Fig. 1: run 1, metal layers overlaid
The bar under the picture is 50 um long.
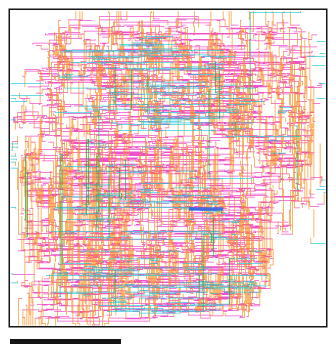
Fig. 2: run 1, wire density map
The bar under the picture is 50 um long. The die is cut into 28 by 28 equal tiles; dark blue is low, red is high, scaled to the fullest tile. Values are wire area over tile area, all layers added.
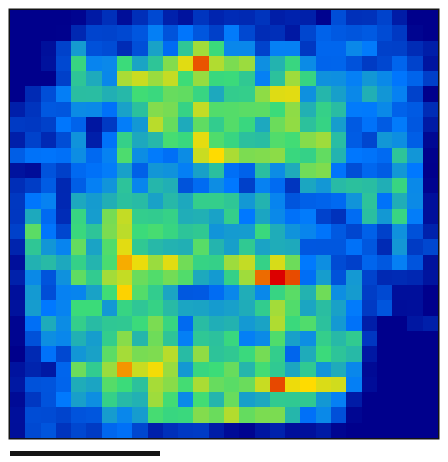
Fig. 3: run 1, cells colored by class
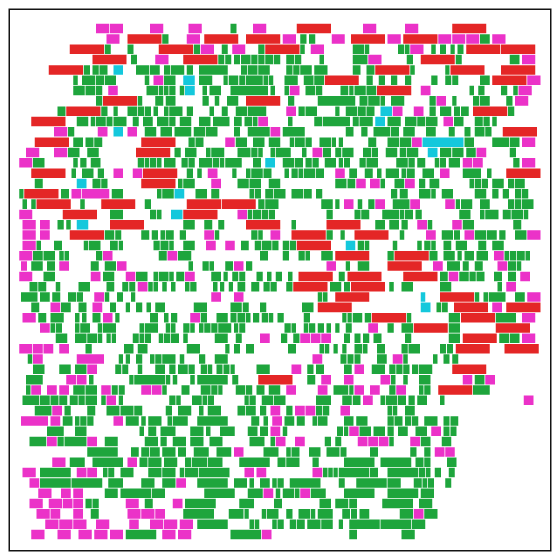
<file path="config.mk">
export PLATFORM = sky130hd
export DESIGN_NAME = ftoi_pipe
export DESIGN_NICKNAME = d
export VERILOG_FILES = /design/src/rtl/fpu_pkg.sv /design/src/rtl/ftoi_round.sv /design/src/rtl/ftoi_pipe.sv
export SDC_FILE = /design/constraint.sdc
export NUM_CORES = 1
export LEC_CHECK = 0
export CAP_MARGIN = 15
export CORE_MARGIN = 2
export CORE_UTILIZATION = 45
export CTS_BUF_LIST = sky130_fd_sc_hd__clkbuf_4
export DETAILED_ROUTE_END_ITERATION = 7
export PLACE_DENSITY_LB_ADDON = 0.15
export SKIP_LAST_GASP = 1
export SYNTH_ARGS = -nofsm -noshare
export SYNTH_HDL_FRONTEND = slang
export SYNTH_SLANG_ARGS = --single-unit
</file>
<file path="constraint.sdc">
create_clock -name clk -period 3.5 [get_ports clk]
set_input_delay 0.525 -clock clk [delete_from_list [all_inputs] [get_ports clk]]
set_output_delay 0.525 -clock clk [all_outputs]
set_load 0.01 [all_outputs]
</file>
<file path="src/rtl/fpu_pkg.sv">
// fpu_pkg: shared constants and types for the FPU conversion datapaths.
//   Field widths, exponent bias, float-to-int exponent thresholds,
//   saturation limits, rounding-mode and operand-class encodings.
package fpu_pkg;

  localparam int EXP_W = 8;
  localparam int MAN_W = 23;
  localparam int BIAS  = 127;

  // Exponent at or above which the integer is exact (no fraction bits left).
  localparam logic [EXP_W-1:0] FTOI_EXP_EXACT = EXP_W'(BIAS + MAN_W);
  // |x| >= 2^31: does not fit a signed 32-bit integer (except -2^31, which
  // saturates to the same value anyway).
  localparam logic [EXP_W-1:0] FTOI_EXP_OVF   = EXP_W'(BIAS + 31);
  // Below this exponent |x| < 0.5, so the result is always zero.
  localparam logic [EXP_W-1:0] FTOI_EXP_HALF  = EXP_W'(BIAS - 1);

  localparam logic [31:0] INT_MAX = 32'h7FFF_FFFF;
  localparam logic [31:0] INT_MIN = 32'h8000_0000;

  typedef enum logic {
    RM_RNE = 1'b0,
    RM_RTZ = 1'b1
  } rmode_e;

  // Operand class after decode. FC_NORM is the all-zero encoding so a
  // reset stage-1 register reads as an ordinary zero magnitude.
  typedef enum logic [2:0] {
    FC_NORM  = 3'd0,
    FC_ZERO  = 3'd1,
    FC_SMALL = 3'd2,
    FC_OVF   = 3'd3,
    FC_INF   = 3'd4,
    FC_NAN   = 3'd5
  } fclass_e;

endpackage

</file>
<file path="src/rtl/ftoi_round.sv">
// ftoi_round: combinational rounding, negation and saturation for the
// float-to-int converter.
//   mag  : integer part of |x| (unsigned)
//   grd  : first bit below the integer lsb
//   stk  : OR of all lower discarded bits
//   sgn  : sign of x
//   cls  : operand class (fclass_e encoding)
//   y    : final signed 32-bit result
module ftoi_round
  import fpu_pkg::*;
#(
  parameter int ROUND_MODE = 0
) (
  input  logic [31:0] mag,
  input  logic        grd,
  input  logic        stk,
  input  logic        sgn,
  input  logic [2:0]  cls,
  output logic [31:0] y
);

  localparam rmode_e RM = (ROUND_MODE == 0) ? RM_RNE : RM_RTZ;

  function automatic logic rnd_inc(input logic g, input logic s, input logic lsb);
    if (RM == RM_RNE) return g & (s | lsb);
    else              return 1'b0;
  endfunction

  // Overrides in priority order; the positive-overflow check guards the
  // signed range even though decode never produces such a magnitude.
  function automatic logic [31:0] sat(input logic sg, input logic [2:0] c,
                                      input logic [31:0] m2);
    logic signed [31:0] sv;
    sv = sg ? -$signed(m2) : $signed(m2);
    if (c == FC_NAN)                  return INT_MAX;
    if (c == FC_INF || c == FC_OVF)   return sg ? INT_MIN : INT_MAX;
    if (!sg && (m2 > INT_MAX))        return INT_MAX;
    if (c == FC_ZERO || c == FC_SMALL) return '0;
    return sv;
  endfunction

  logic [31:0] mag2;

  assign mag2 = mag + {31'b0, rnd_inc(grd, stk, mag[0])};
  assign y    = sat(sgn, cls, mag2);

endmodule

</file>
<file path="src/rtl/ftoi_pipe.sv">
// ftoi_pipe: two-stage IEEE-754 single to signed 32-bit integer converter
// with valid/ready flow control.
//   clk       : clock, rising edge
//   rstn      : asynchronous active-low reset
//   in_valid  : x is valid
//   in_ready  : x is accepted this cycle (depends only on state/out_ready)
//   x         : float operand {sign, exp[7:0], man[22:0]}
//   out_valid : y holds a result
//   out_ready : consumer takes y this cycle
//   y         : signed integer result
// ROUND_MODE: 0 = round-to-nearest-even, 1 = round-toward-zero.
module ftoi_pipe
  import fpu_pkg::*;
#(
  parameter int ROUND_MODE = 0
) (
  input  logic        clk,
  input  logic        rstn,
  input  logic        in_valid,
  output logic        in_ready,
  input  logic [31:0] x,
  output logic        out_valid,
  input  logic        out_ready,
  output logic [31:0] y
);

  logic                  adv;
  logic [EXP_W-1:0]      exp_d;
  logic [MAN_W-1:0]      man_d;
  logic [MAN_W:0]        sig_d;
  logic [EXP_W-1:0]      lsh_d;
  logic [EXP_W-1:0]      rsh_d;
  logic [47:0]           ext_d;
  fclass_e               cls_d;
  logic [31:0]           mag_d;
  logic                  grd_d;
  logic                  stk_d;

  logic                  vld_p1;
  logic                  sgn_p1;
  fclass_e               cls_p1;
  logic [31:0]           mag_p1;
  logic                  grd_p1;
  logic                  stk_p1;

  logic                  vld_p2;
  logic [31:0]           y_p2;
  logic [31:0]           y_rnd;

  // The whole pipe moves together: any empty or draining output slot lets
  // every stage advance, so no result can be overwritten while stalled.
  assign adv      = !vld_p2 | out_ready;
  assign in_ready = adv;

  assign exp_d = x[30:23];
  assign man_d = x[22:0];
  assign sig_d = {1'b1, man_d};
  assign lsh_d = exp_d - FTOI_EXP_EXACT;
  assign rsh_d = FTOI_EXP_EXACT - exp_d;
  // Right-align the significand with 24 spare bits below it so the
  // discarded fraction lands in ext_d[23:0] for guard/sticky extraction.
  assign ext_d = {sig_d, 24'b0} >> rsh_d;

  always_comb begin
    cls_d = FC_NORM;
    mag_d = '0;
    grd_d = 1'b0;
    stk_d = 1'b0;
    if (exp_d == '1) begin
      cls_d = (man_d != '0) ? FC_NAN : FC_INF;
    end else if (exp_d == '0) begin
      cls_d = FC_ZERO;
    end else if (exp_d >= FTOI_EXP_OVF) begin
      cls_d = FC_OVF;
    end else if (exp_d < FTOI_EXP_HALF) begin
      cls_d = FC_SMALL;
      stk_d = 1'b1;
    end else if (exp_d >= FTOI_EXP_EXACT) begin
      mag_d = {8'b0, sig_d} << lsh_d;
    end else begin
      mag_d = {8'b0, ext_d[47:24]};
      grd_d = ext_d[23];
      stk_d = |ext_d[22:0];
    end
  end

  // ---- stage 1: decoded operand ----
  always_ff @(posedge clk or negedge rstn) begin
    if (!rstn) begin
      vld_p1 <= 1'b0;
      sgn_p1 <= 1'b0;
      cls_p1 <= FC_NORM;
      mag_p1 <= '0;
      grd_p1 <= 1'b0;
      stk_p1 <= 1'b0;
    end else if (adv) begin
      vld_p1 <= in_valid;
      sgn_p1 <= x[31];
      cls_p1 <= cls_d;
      mag_p1 <= mag_d;
      grd_p1 <= grd_d;
      stk_p1 <= stk_d;
    end
  end

  ftoi_round #(
    .ROUND_MODE (ROUND_MODE)
  ) u_round (
    .mag (mag_p1),
    .grd (grd_p1),
    .stk (stk_p1),
    .sgn (sgn_p1),
    .cls (cls_p1),
    .y   (y_rnd)
  );

  // ---- stage 2: rounded, saturated result ----
  always_ff @(posedge clk or negedge rstn) begin
    if (!rstn) begin
      vld_p2 <= 1'b0;
      y_p2   <= '0;
    end else if (adv) begin
      vld_p2 <= vld_p1;
      y_p2   <= y_rnd;
    end
  end

  assign out_valid = vld_p2;
  assign y         = y_p2;

endmodule

</file>
==> flow_metrics.env, run 1 <==
# physical design summary
export IMPL_endpoint="y[23]"
export IMPL_place_area_sq_mm=0.0103
export IMPL_clk_pin_slew_ns=0.15
export IMPL_clock_power_w=0.000578
export IMPL_yosys_area_top_type="dfrtp_1"
export IMPL_common_cells="117 x nand2_1, 101 x o21ai_0, 85 x nor2_1, 79 x a21oi_1, 72 x dfrtp_1"
export IMPL_via_per_inst=6.50
export IMPL_io_pins=70
export IMPL_p_seq_w=0.00108
export IMPL_grt_pass1_vias=9027
export IMPL_logic_area_sq_mm=0.00647
export IMPL_xor_area_share_pct=5.70
export IMPL_synth_area_per_cell_sq_um=7.73
export IMPL_hp_class="in2async"
export IMPL_ys_warn_count=0
export IMPL_hpwlAfterDp_um=24900
export IMPL_overflow=0
export IMPL_r2r_start="stk_p1"
export IMPL_ys_sh_mux_pct=16.5
export IMPL_synthCells=1113
export IMPL_drtPass1Iterations=6
export IMPL_startpoint_type="flip-flop"
export IMPL_synthSimpleGateAreaFrac_pct=24.3
export IMPL_r2r_end="y[23]"
export IMPL_p_seq_share_pct=28.7
export IMPL_top_power_group="combinational cells"
export IMPL_final_core_util_pct=56.8
export IMPL_cts_root_buf="clkbuf_4"
export IMPL_cts_hold_fix_buffers=0
export IMPL_area_growth_pct=23.5
export IMPL_drtIter0Drc=1131
export IMPL_crit_path_frequent_cell="buf_4"
export IMPL_finalWirelength_um=32000
export IMPL_port_buffers=69
export IMPL_post_cts_resized=2
export IMPL_tightest_slew_ns=0.943
export IMPL_fin_crit_sh_pct=96.0
export IMPL_dieArea_sq_mm=0.0202
export IMPL_ys_seq_share_pct=20.9
export IMPL_n_antenna_cell=1
export IMPL_worstPathRequired_ns=3.83
export IMPL_ys_sh_aoi_pct=25.9
export IMPL_rsz0062_at_grt="true"
export IMPL_swShare_pct=42.8
export IMPL_tns_ns=0
export IMPL_power_density_mw_per_mm2=355
export IMPL_cpPeakStageDelay_ns=0.45
export IMPL_hold_viol=0
export IMPL_wire_per_inst_um=21.4
export IMPL_vdd_drop_max_uv=249
export IMPL_fp_utilization_pct=46.0
export IMPL_vias=9717
export IMPL_top_cell="nand2_1"
export IMPL_placed_cells=1476
export IMPL_num_rows=50
export IMPL_slew_viol_final=0
export IMPL_status="completed"
export IMPL_buf_share_pct=17.3
export IMPL_r2r_slack_ns=0.14
export IMPL_min_period_ns=3.36
export IMPL_netlist_area_sq_mm=0.00860
export IMPL_htree_num_levels=3
export IMPL_clk_latency_ns=0.47
export IMPL_edf_count=0
export IMPL_n_clock_buffer=9
export IMPL_synth_stat_cells=1113
export IMPL_core_sq_mm=0.0187
export IMPL_dp_slack_ns=-0.248
export IMPL_final_cell_mix="147 x buf_4, 117 x nand2_1, 100 x o21ai_0"
export IMPL_cts_setup_buffers=0
export IMPL_drtAntennaViolNets=0
export IMPL_final_setup_worst_slack_ns=0.138
export IMPL_cp_num_buf_inv=4
export IMPL_flops=72
export IMPL_setup_viol=0
export IMPL_cp_max_fo=5
export IMPL_final_cells=1496
export IMPL_p_comb_share_pct=56.0
export IMPL_synth_nets=1159
export IMPL_layout_top_cell="buf_4"
export IMPL_async_flop_share_pct=100
export IMPL_fmax_mhz=297
export IMPL_ys_top_logic_family="AND-OR/OR-AND gates"
export IMPL_fp_dieH_um=142
export IMPL_crit_type="reg2reg"
export IMPL_crit_start="stk_p1"
About Fig. 1:
Key: cyan = metal 3 [wire length 3250 um]; magenta = metal 1 [wire length 14200 um]; green = metal 4 [wire length 684 um]; blue = metal 5 [wire length 13.8 um]; orange = metal 2 [wire length 13800 um]

About Fig. 2:
8.8% of the tiles are nearly empty. The fullest tile reaches 0.86. The emptiest ninth of the die: bottom right. 17% of the tiles are over half the peak. The mean over all tiles is 0.27.

About Fig. 3:
Key: green = combinational and other logic [cells 955, share of their area 63%]; magenta = other buffers and delay cells [cells 218, share of their area 18%]; red = flops [cells 72, share of their area 17%]; cyan = clock drivers and dummy loads [cells 16, share of their area 1.4%]

[run 1: metal layers]
metal / part of all wire [%] / wire [um] / vias to the layer above / global-route usage [%]
li1: - / - / 4504 / -
met1: 44 / 14200 / 4642 / 46.8
met2: 43 / 13800 / 507 / 47.3
met3: 10 / 3250 / 62 / 7.34
met4: 2.1 / 683 / 2 / 7.63
met5: 0.041 / 13 / - / 0
[run 1: cells by family (layout without fill, tap and decap cells)]
kind of cell / Yosys count / count (layout)
buf+inv: 106 / 254
simple gates: 419 / 419
compound gates: 347 / 347
mux: 103 / 103
xor+xnor: 56 / 56
fa+ha+maj: 10 / 10
flops: 72 / 72
other cells: 0 / 1
--- run 2 (diff from run 1) ---
- ABC_AREA: not set -> 1
==> flow_metrics.env, run 2 <==
# physical design summary
export IMPL_finalWirelength_um=31700
export IMPL_startpoint_type="flip-flop"
export IMPL_r2r_end="y[28]"
export IMPL_clk_pin_slew_ns=0.13
export IMPL_endpoint="y[28]"
export IMPL_top_cell="nand2_1"
export IMPL_cpPeakStageDelay_ns=0.40
export IMPL_cts_root_buf="clkbuf_4"
export IMPL_slew_viol_final=0
export IMPL_fmax_mhz=310
export IMPL_status="completed"
export IMPL_core_sq_mm=0.0185
export IMPL_drtIter0Drc=827
export IMPL_overflow=0
export IMPL_port_buffers=69
export IMPL_hp_class="in2async"
export IMPL_synth_stat_cells=1504
export IMPL_p_seq_share_pct=28.2
export IMPL_hpwlAfterDp_um=25400
export IMPL_netlist_area_sq_mm=0.00843
export IMPL_power_density_mw_per_mm2=391
export IMPL_crit_start="mag_p1[0]"
export IMPL_hold_viol=0
export IMPL_io_pins=70
export IMPL_fp_utilization_pct=45.5
export IMPL_synth_nets=1550
export IMPL_grt_pass1_vias=9762
export IMPL_edf_count=0
export IMPL_ys_sh_mux_pct=0.594
export IMPL_top_power_group="combinational cells"
export IMPL_r2r_slack_ns=0.27
export IMPL_via_per_inst=5.68
export IMPL_p_seq_w=0.00111
export IMPL_crit_path_frequent_cell="nand2_1"
export IMPL_final_setup_worst_slack_ns=0.272
export IMPL_logic_area_sq_mm=0.00596
export IMPL_dp_slack_ns=-0.0750
export IMPL_tightest_slew_ns=0.652
export IMPL_crit_type="reg2reg"
export IMPL_drtAntennaViolNets=0
export IMPL_dieArea_sq_mm=0.0198
export IMPL_r2r_start="mag_p1[0]"
export IMPL_layout_top_cell="nand2_1"
[run 2: final cells by class]
type	count	share of cell area (%)
antenna	1	0.0248
clock buffer	10	0.745
clock inverter	6	0.894
inverter	121	4.51
multi-input combinational	1235	59.1
sequential	72	17.9
tap	234	2.91
timing repair buffer	159	13.9
[run 2: repair_timing]
action / CTS / global route
setup buffers: 0 / 2
resized: 0 / 18
setup endpoints to repair: 0 / 14
hold buffers: 0 / 0
[run 2: per-layer routing]
layer  global-route usage, %  share of wire, %  wire (um)
met5                       0                 0          0
met4                    15.5               5.1       1620
met3                    2.11               5.0       1570
met2                    56.7                49      15600
met1                    39.5                41      12800
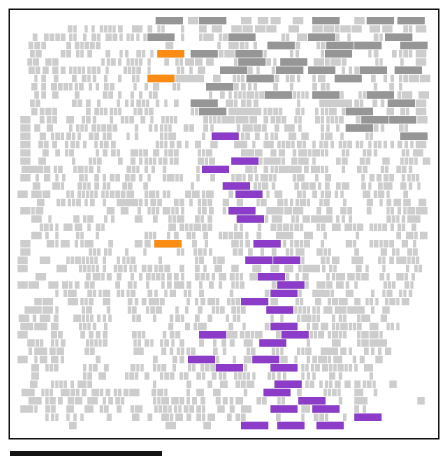
Fig. 4. Register map, names as in the netlist (run 2).
The bar under the picture is 50 um long.
Key: purple = mag_p1 [flops 32]; orange = cls_p1 [flops 3]
Another 37 sequential cells are not colored.

